### src/rtl/uart_rx_fifo_if.sv
// Reader/writer/status bundle for the UART receive FIFO.
// The master side drives the RX strobes and reader controls; the slave side is the FIFO.
interface uart_rx_fifo_if #(
  parameter int unsigned WIDTH      = 8,
  parameter int unsigned ADDR_WIDTH = 4,
  parameter int unsigned CNT_WIDTH  = 8
);
  logic                  i_wr_valid;
  logic [WIDTH-1:0]      i_wr_data;
  logic                  i_parity_error;
  logic                  i_stop_error;
  logic                  i_rd_ready;
  logic                  i_clr_status;
  logic                  o_rd_valid;
  logic [WIDTH-1:0]      o_rd_data;
  logic                  o_full;
  logic                  o_empty;
  logic [ADDR_WIDTH:0]   o_level;
  logic                  o_overrun;
  logic [CNT_WIDTH-1:0]  o_par_err_cnt;
  logic [CNT_WIDTH-1:0]  o_stp_err_cnt;

  modport master (
    output i_wr_valid, i_wr_data, i_parity_error, i_stop_error, i_rd_ready, i_clr_status,
    input  o_rd_valid, o_rd_data, o_full, o_empty, o_level, o_overrun,
           o_par_err_cnt, o_stp_err_cnt
  );

  modport slave (
    input  i_wr_valid, i_wr_data, i_parity_error, i_stop_error, i_rd_ready, i_clr_status,
    output o_rd_valid, o_rd_data, o_full, o_empty, o_level, o_overrun,
           o_par_err_cnt, o_stp_err_cnt
  );
endinterface

### src/rtl/uart_rx_fifo.sv
// UART receive buffer: first-word-fall-through circular FIFO with sticky overrun
// and saturating parity/stop error-frame counters.
module uart_rx_fifo #(
  parameter int unsigned WIDTH      = 8,
  parameter int unsigned DEPTH      = 16,
  parameter int unsigned ADDR_WIDTH = $clog2(DEPTH),
  parameter int unsigned CNT_WIDTH  = 8
) (
  input  logic           i_clk,
  input  logic           i_rst_n,
  uart_rx_fifo_if.slave  bus
);
  localparam logic [ADDR_WIDTH:0]  LEVEL_FULL = (ADDR_WIDTH+1)'(DEPTH);
  localparam logic [CNT_WIDTH-1:0] CNT_MAX    = '1;

  logic [WIDTH-1:0]      mem_q [DEPTH];
  logic [ADDR_WIDTH-1:0] wr_ptr_q, wr_ptr_d, rd_ptr_q, rd_ptr_d;
  logic [ADDR_WIDTH:0]   level_q, level_d;
  logic                  full_q, full_d, empty_q, empty_d;
  logic                  overrun_q, overrun_d;
  logic                  par_q, stp_q;
  logic [CNT_WIDTH-1:0]  par_cnt_q, par_cnt_d, stp_cnt_q, stp_cnt_d;
  logic                  push, pop, drop, par_rise, stp_rise;

  assign pop      = ~empty_q & bus.i_rd_ready;
  assign push     = bus.i_wr_valid & (~full_q | pop);
  assign drop     = bus.i_wr_valid & full_q & ~pop;
  assign par_rise = bus.i_parity_error & ~par_q;
  assign stp_rise = bus.i_stop_error & ~stp_q;

  always_comb begin
    wr_ptr_d  = wr_ptr_q;
    rd_ptr_d  = rd_ptr_q;
    level_d   = level_q;
    overrun_d = overrun_q;
    par_cnt_d = par_cnt_q;
    stp_cnt_d = stp_cnt_q;

    if (push) wr_ptr_d = wr_ptr_q + ADDR_WIDTH'(1);
    if (pop)  rd_ptr_d = rd_ptr_q + ADDR_WIDTH'(1);
    case ({push, pop})
      2'b10:   level_d = level_q + (ADDR_WIDTH+1)'(1);
      2'b01:   level_d = level_q - (ADDR_WIDTH+1)'(1);
      default: level_d = level_q;
    endcase
    full_d  = (level_d == LEVEL_FULL);
    empty_d = (level_d == '0);

    // Clear is applied first so a same-cycle event overrides it (flag=1 / count=1).
    if (bus.i_clr_status) begin
      overrun_d = 1'b0;
      par_cnt_d = '0;
      stp_cnt_d = '0;
    end
    if (drop) overrun_d = 1'b1;
    if (par_rise && par_cnt_d != CNT_MAX) par_cnt_d = par_cnt_d + CNT_WIDTH'(1);
    if (stp_rise && stp_cnt_d != CNT_MAX) stp_cnt_d = stp_cnt_d + CNT_WIDTH'(1);
  end

  always_ff @(posedge i_clk or negedge i_rst_n) begin
    if (!i_rst_n) begin
      wr_ptr_q  <= '0;
      rd_ptr_q  <= '0;
      level_q   <= '0;
      full_q    <= 1'b0;
      empty_q   <= 1'b1;
      overrun_q <= 1'b0;
      par_q     <= 1'b0;
      stp_q     <= 1'b0;
      par_cnt_q <= '0;
      stp_cnt_q <= '0;
    end else begin
      wr_ptr_q  <= wr_ptr_d;
      rd_ptr_q  <= rd_ptr_d;
      level_q   <= level_d;
      full_q    <= full_d;
      empty_q   <= empty_d;
      overrun_q <= overrun_d;
      par_q     <= bus.i_parity_error;
      stp_q     <= bus.i_stop_error;
      par_cnt_q <= par_cnt_d;
      stp_cnt_q <= stp_cnt_d;
    end
  end

  // Storage is deliberately unreset; validity is tracked by the pointers and level.
  always_ff @(posedge i_clk) begin
    if (push) mem_q[wr_ptr_q] <= bus.i_wr_data;
  end

  assign bus.o_rd_valid    = ~empty_q;
  assign bus.o_rd_data     = empty_q ? '0 : mem_q[rd_ptr_q];
  assign bus.o_full        = full_q;
  assign bus.o_empty       = empty_q;
  assign bus.o_level       = level_q;
  assign bus.o_overrun     = overrun_q;
  assign bus.o_par_err_cnt = par_cnt_q;
  assign bus.o_stp_err_cnt = stp_cnt_q;
endmodule

### src/flat_wrapper.sv
// flat-port wrapper written by rule: the top's interface ports become plain ports
module uart_rx_fifo_flat 
#(
  parameter int unsigned WIDTH      = 8,
  parameter int unsigned DEPTH      = 16,
  parameter int unsigned ADDR_WIDTH = $clog2(DEPTH),
  parameter int unsigned CNT_WIDTH  = 8
)
  (i_clk, i_rst_n, bus_i_wr_valid, bus_i_wr_data, bus_i_parity_error, bus_i_stop_error, bus_i_rd_ready, bus_i_clr_status, bus_o_rd_valid, bus_o_rd_data, bus_o_full, bus_o_empty, bus_o_level, bus_o_overrun, bus_o_par_err_cnt, bus_o_stp_err_cnt);
  uart_rx_fifo_if #(.WIDTH(WIDTH), .ADDR_WIDTH(ADDR_WIDTH), .CNT_WIDTH(CNT_WIDTH)) bus_i ();
  input  logic i_clk;
  input  logic i_rst_n;
  input wire logic [$bits(bus_i.i_wr_valid)-1:0] bus_i_wr_valid;
  input wire logic [$bits(bus_i.i_wr_data)-1:0] bus_i_wr_data;
  input wire logic [$bits(bus_i.i_parity_error)-1:0] bus_i_parity_error;
  input wire logic [$bits(bus_i.i_stop_error)-1:0] bus_i_stop_error;
  input wire logic [$bits(bus_i.i_rd_ready)-1:0] bus_i_rd_ready;
  input wire logic [$bits(bus_i.i_clr_status)-1:0] bus_i_clr_status;
  output wire logic [$bits(bus_i.o_rd_valid)-1:0] bus_o_rd_valid;
  output wire logic [$bits(bus_i.o_rd_data)-1:0] bus_o_rd_data;
  output wire logic [$bits(bus_i.o_full)-1:0] bus_o_full;
  output wire logic [$bits(bus_i.o_empty)-1:0] bus_o_empty;
  output wire logic [$bits(bus_i.o_level)-1:0] bus_o_level;
  output wire logic [$bits(bus_i.o_overrun)-1:0] bus_o_overrun;
  output wire logic [$bits(bus_i.o_par_err_cnt)-1:0] bus_o_par_err_cnt;
  output wire logic [$bits(bus_i.o_stp_err_cnt)-1:0] bus_o_stp_err_cnt;
  assign bus_i.i_wr_valid = bus_i_wr_valid;
  assign bus_i.i_wr_data = bus_i_wr_data;
  assign bus_i.i_parity_error = bus_i_parity_error;
  assign bus_i.i_stop_error = bus_i_stop_error;
  assign bus_i.i_rd_ready = bus_i_rd_ready;
  assign bus_i.i_clr_status = bus_i_clr_status;
  assign bus_o_rd_valid = bus_i.o_rd_valid;
  assign bus_o_rd_data = bus_i.o_rd_data;
  assign bus_o_full = bus_i.o_full;
  assign bus_o_empty = bus_i.o_empty;
  assign bus_o_level = bus_i.o_level;
  assign bus_o_overrun = bus_i.o_overrun;
  assign bus_o_par_err_cnt = bus_i.o_par_err_cnt;
  assign bus_o_stp_err_cnt = bus_i.o_stp_err_cnt;
  uart_rx_fifo #(.WIDTH(WIDTH), .DEPTH(DEPTH), .ADDR_WIDTH(ADDR_WIDTH), .CNT_WIDTH(CNT_WIDTH)) u_core (.i_clk(i_clk), .i_rst_n(i_rst_n), .bus(bus_i));
endmodule
### config.mk
export PLATFORM = sky130hd
export DESIGN_NAME = uart_rx_fifo_flat
export DESIGN_NICKNAME = d
export VERILOG_FILES = /design/src/rtl/uart_rx_fifo_if.sv /design/src/rtl/uart_rx_fifo.sv /design/src/flat_wrapper.sv
export SDC_FILE = /design/constraint.sdc
export NUM_CORES = 1
export LEC_CHECK = 0
export CAP_MARGIN = 20
export CORE_UTILIZATION = 55
export DETAILED_ROUTE_END_ITERATION = 10
export PLACE_DENSITY = 0.79
export SLEW_MARGIN = 10
export SYNTH_ARGS = -nofsm -noshare
export SYNTH_HDL_FRONTEND = slang
export SYNTH_SLANG_ARGS = --single-unit
### constraint.sdc
create_clock -name i_clk -period 3 [get_ports i_clk]
set_input_delay 0.3 -clock i_clk [delete_from_list [all_inputs] [get_ports i_clk]]
set_output_delay 0.3 -clock i_clk [all_outputs]
set_load 0.01 [all_outputs]
**Routing congestion map**

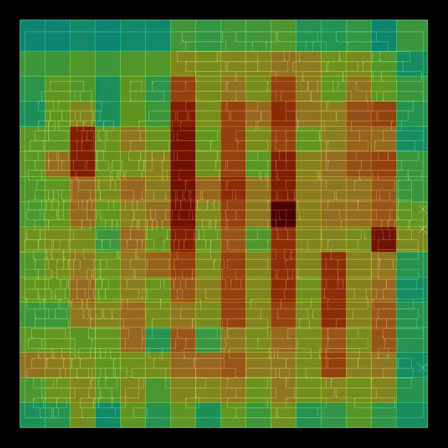
WL/cell: 20.6 um
Most Crowded Layer GR: met2

==> impl_metrics.env <==
# physical design summary
export IMPL_top_layer_used="met4"
export IMPL_ys_flops=162
export IMPL_power_total_mw=7.29
export IMPL_status="complete, but fails checks"
export IMPL_yosys_area_sq_um=6660
export IMPL_p_leak_nw=2.83
export IMPL_grt_pass1_vias=3706
export IMPL_async_reset_ff_frac=0.210
export IMPL_die_h_um=112
export IMPL_edf_count=128
export IMPL_top_area_cell="edfxtp_1"
export IMPL_netlist_instances=388
export IMPL_syn_nets=413
export IMPL_post_place_ws_ns=-0.0895
export IMPL_hold_slack_ns=0.292
export IMPL_maxSlewHeadroom=0.559
export IMPL_cts_buffer_depth=2
export IMPL_rows=39
export IMPL_io_buffer_count=47
export IMPL_max_cap_violations=0
export IMPL_met3WireLength_um=766
export IMPL_tns_ns=0
export IMPL_cp_start_kind="flip-flop"
export IMPL_gp_congestion=0.806
export IMPL_finClkSkew_ns=0.00477
export IMPL_violations="design-rule violations"
export IMPL_floorplan_io_pins=48
export IMPL_ys_cells=388
export IMPL_warnings=30
export IMPL_cts_max_level=4
export IMPL_synth_area_sq_um=6660
export IMPL_path_max_fanout=6
export IMPL_dp_hpwl_mm=8.01
export IMPL_n_antenna_cell=0
export IMPL_finalWirelength_mm=12.8
export IMPL_ys_seq_share=0.705
export IMPL_nets=491
export IMPL_timing_reg2reg_setup_slack_ns=0.30
export IMPL_top_cells_by_area="edfxtp_1 (58%), dfrtp_1 (12%), mux4_2 (11%)"
export IMPL_placed_area_sq_um=7450
export IMPL_worstSkewPairLatency_ns=0.41
export IMPL_grt_max_degree=35
export IMPL_core_area_sq_um=11600
export IMPL_cts_made_buffers=17
export IMPL_worstMarginPinSlew_ns=0.659
export IMPL_vias_per_cell=5.85
export IMPL_antenna_found_initial=0
export IMPL_grt_overflow=0
export IMPL_yosysMostFrequentCell="edfxtp_1"
export IMPL_max_freq_ghz=0.350
export IMPL_ys_warn_count=0
export IMPL_hp_class="in2async"
export IMPL_clock_sinks=162
export IMPL_cts_tree="yes"
export IMPL_hold_violations=0
export IMPL_drt_initial_drc_count=301
export IMPL_wl_met2_mm=6.65
export IMPL_grt_total_usage=0.221
export IMPL_area_growth_pct=20.8
export IMPL_fin_cells=622
export IMPL_initCoreUtil=0.574
export IMPL_ant_nets=0
export IMPL_synth_cell_types=42
export IMPL_clkSlewWorstSetupHoldPaths_ns=0.06
export IMPL_fin_area_sq_um=8050
export IMPL_worstSetupPathType="reg2out"
export IMPL_ctsHoldBuffers=0
export IMPL_drc=3
export IMPL_post_place_cells=586
export IMPL_crit_path_end_kind="output pin"
export IMPL_synthFlopType="edfxtp_1"
export IMPL_finalCritPeriodShare=0.951
export IMPL_die_area_sq_um=12600
export IMPL_num_vias=3637
export IMPL_clockRootBuffer="clkbuf_16"
export IMPL_layout_drive_gt1_share=0.209
export IMPL_slew_violations=0
export IMPL_worst_slack_ns=0.146
export IMPL_yosys_area_top_type_share=0.577
export IMPL_firstDrtPassIters=8
export IMPL_cellPowerDensity_nw_per_um2=906
export IMPL_ys_top_cells_by_count="edfxtp_1 (128), dfrtp_1 (33), mux4_2 (32)"
export IMPL_grt_pass1_wl_mm=20.2
export IMPL_r2r_cells=12
**Sequential cells grouped by signal name**

Other sequential cells in the stronger gray, the rest of the logic in the fainter gray.
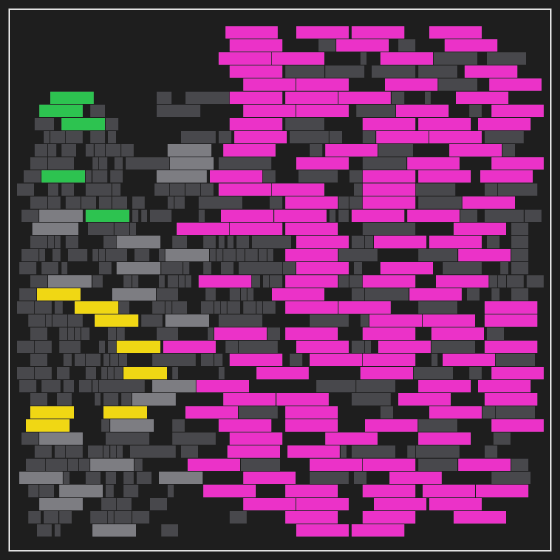
| netlist name | color | sequential cells |
|---|---|---|
| u_core.bus.o_stp_err_cnt | yellow | 8 |
| u_core.bus.o_level | green | 5 |
| u_core.mem_q | magenta | 128 |
not colored: 21
final core utilization: 0.693
sequential power: 2.95 mW
Reg area: 4700 sq um

-- where the power goes --
part / leakage [nW] / switching (mW) / internal, mW / total, mW
sequential: 1.59 / 0.221 / 2.73 / 2.95
clock: 0.262 / 0.817 / 1.21 / 2.03
combinational: 0.982 / 1.11 / 1.20 / 2.31
total: 2.83 / 2.15 / 5.14 / 7.29
-- logic make-up after synthesis --
family | share of synthesized area
AOI/OAI and AO/OA | 0.0481
adders and majority gates | 0.0188
and+or+nand+nor | 0.0640
muxes | 0.113
DFF | 0.705
xor gates and xnor gates | 0.0315
buffers and inverters | 0.0195
-- critical path, stage by stage, from the launching register on --
cell	delay [ns]
dfrtp_4	0.48
buf_4	0.19
mux4_2	0.50
a22oi_1	0.32
a21oi_1	0.14
clkdlybuf4s50_1	0.51
-- cell type report --
| cell class | count | area, sq um |
|---|---|---|
| clock inverter | 11 | 114 |
| inverter | 11 | 41.3 |
| sequential | 162 | 4700 |
| fill | 777 | 3560 |
| timing repair buffer | 78 | 728 |
| multi-input combinational | 196 | 1850 |
| clock buffer | 21 | 440 |
| tap | 143 | 179 |
-- worst paths after layout --
path | start | end
min | i_rst_n | u_core.wr_ptr_q[1]$_DFFE_PN0P_
min reg2reg | u_core.bus.o_overrun$_DFFE_PN0P_ | u_core.bus.o_overrun$_DFFE_PN0P_
max reg2reg | u_core.bus.o_empty$_DFF_PN1_ | u_core.bus.o_empty$_DFF_PN1_
min in group i_clk | bus_i_parity_error | u_core.par_q$_DFF_PN0_
max | u_core.rd_ptr_q[0]$_DFFE_PN0P_ | bus_o_rd_data[1]
max in group asynchronous | i_rst_n | u_core.rd_ptr_q[0]$_DFFE_PN0P_
-- cell usage in the layout (no fill, tap or decap), drive strengths merged, types with 4 or more instances in the layout --
master / netlist / final
a21oi: 12 / 12
a22oi: 16 / 16
buf: 13 / 31
clkbuf: 6 / 21
clkdlybuf4s50: 0 / 47
clkinv: 0 / 6
dfrtp: 33 / 33
edfxtp: 128 / 128
ha: 10 / 10
inv: 11 / 11
mux4: 32 / 32
nand2: 16 / 16
nand2b: 5 / 5
nand3: 8 / 8
nand4: 4 / 4
nor2: 24 / 24
nor2b: 5 / 5
nor3: 6 / 6
o21ai: 6 / 6
xnor2: 14 / 14
xor2: 10 / 10
-- registers in the layout, summed over array words and instances, names as in the netlist, 4 cells and up --
register and count:
u_core.mem_q 128, u_core.bus.o_par_err_cnt 8, u_core.bus.o_stp_err_cnt 8, u_core.bus.o_level 5, u_core.rd_ptr_q 4, u_core.wr_ptr_q 4
-- layer usage --
layer,vias up,track usage
met5,-,0
li1,1655,-
met1,1834,0.290
met3,20,0.0454
met2,128,0.366
met4,0,0.0880
-- timing repair --
action / CTS / global route
endpoints found under the setup margin: 4 / 1
setup buffers: 3 / 1
pin swaps: 0 / 1
hold endpoints to repair: 0 / 0
gates resized: 1 / 3
Power is estimated from default activity; no workload was simulated.
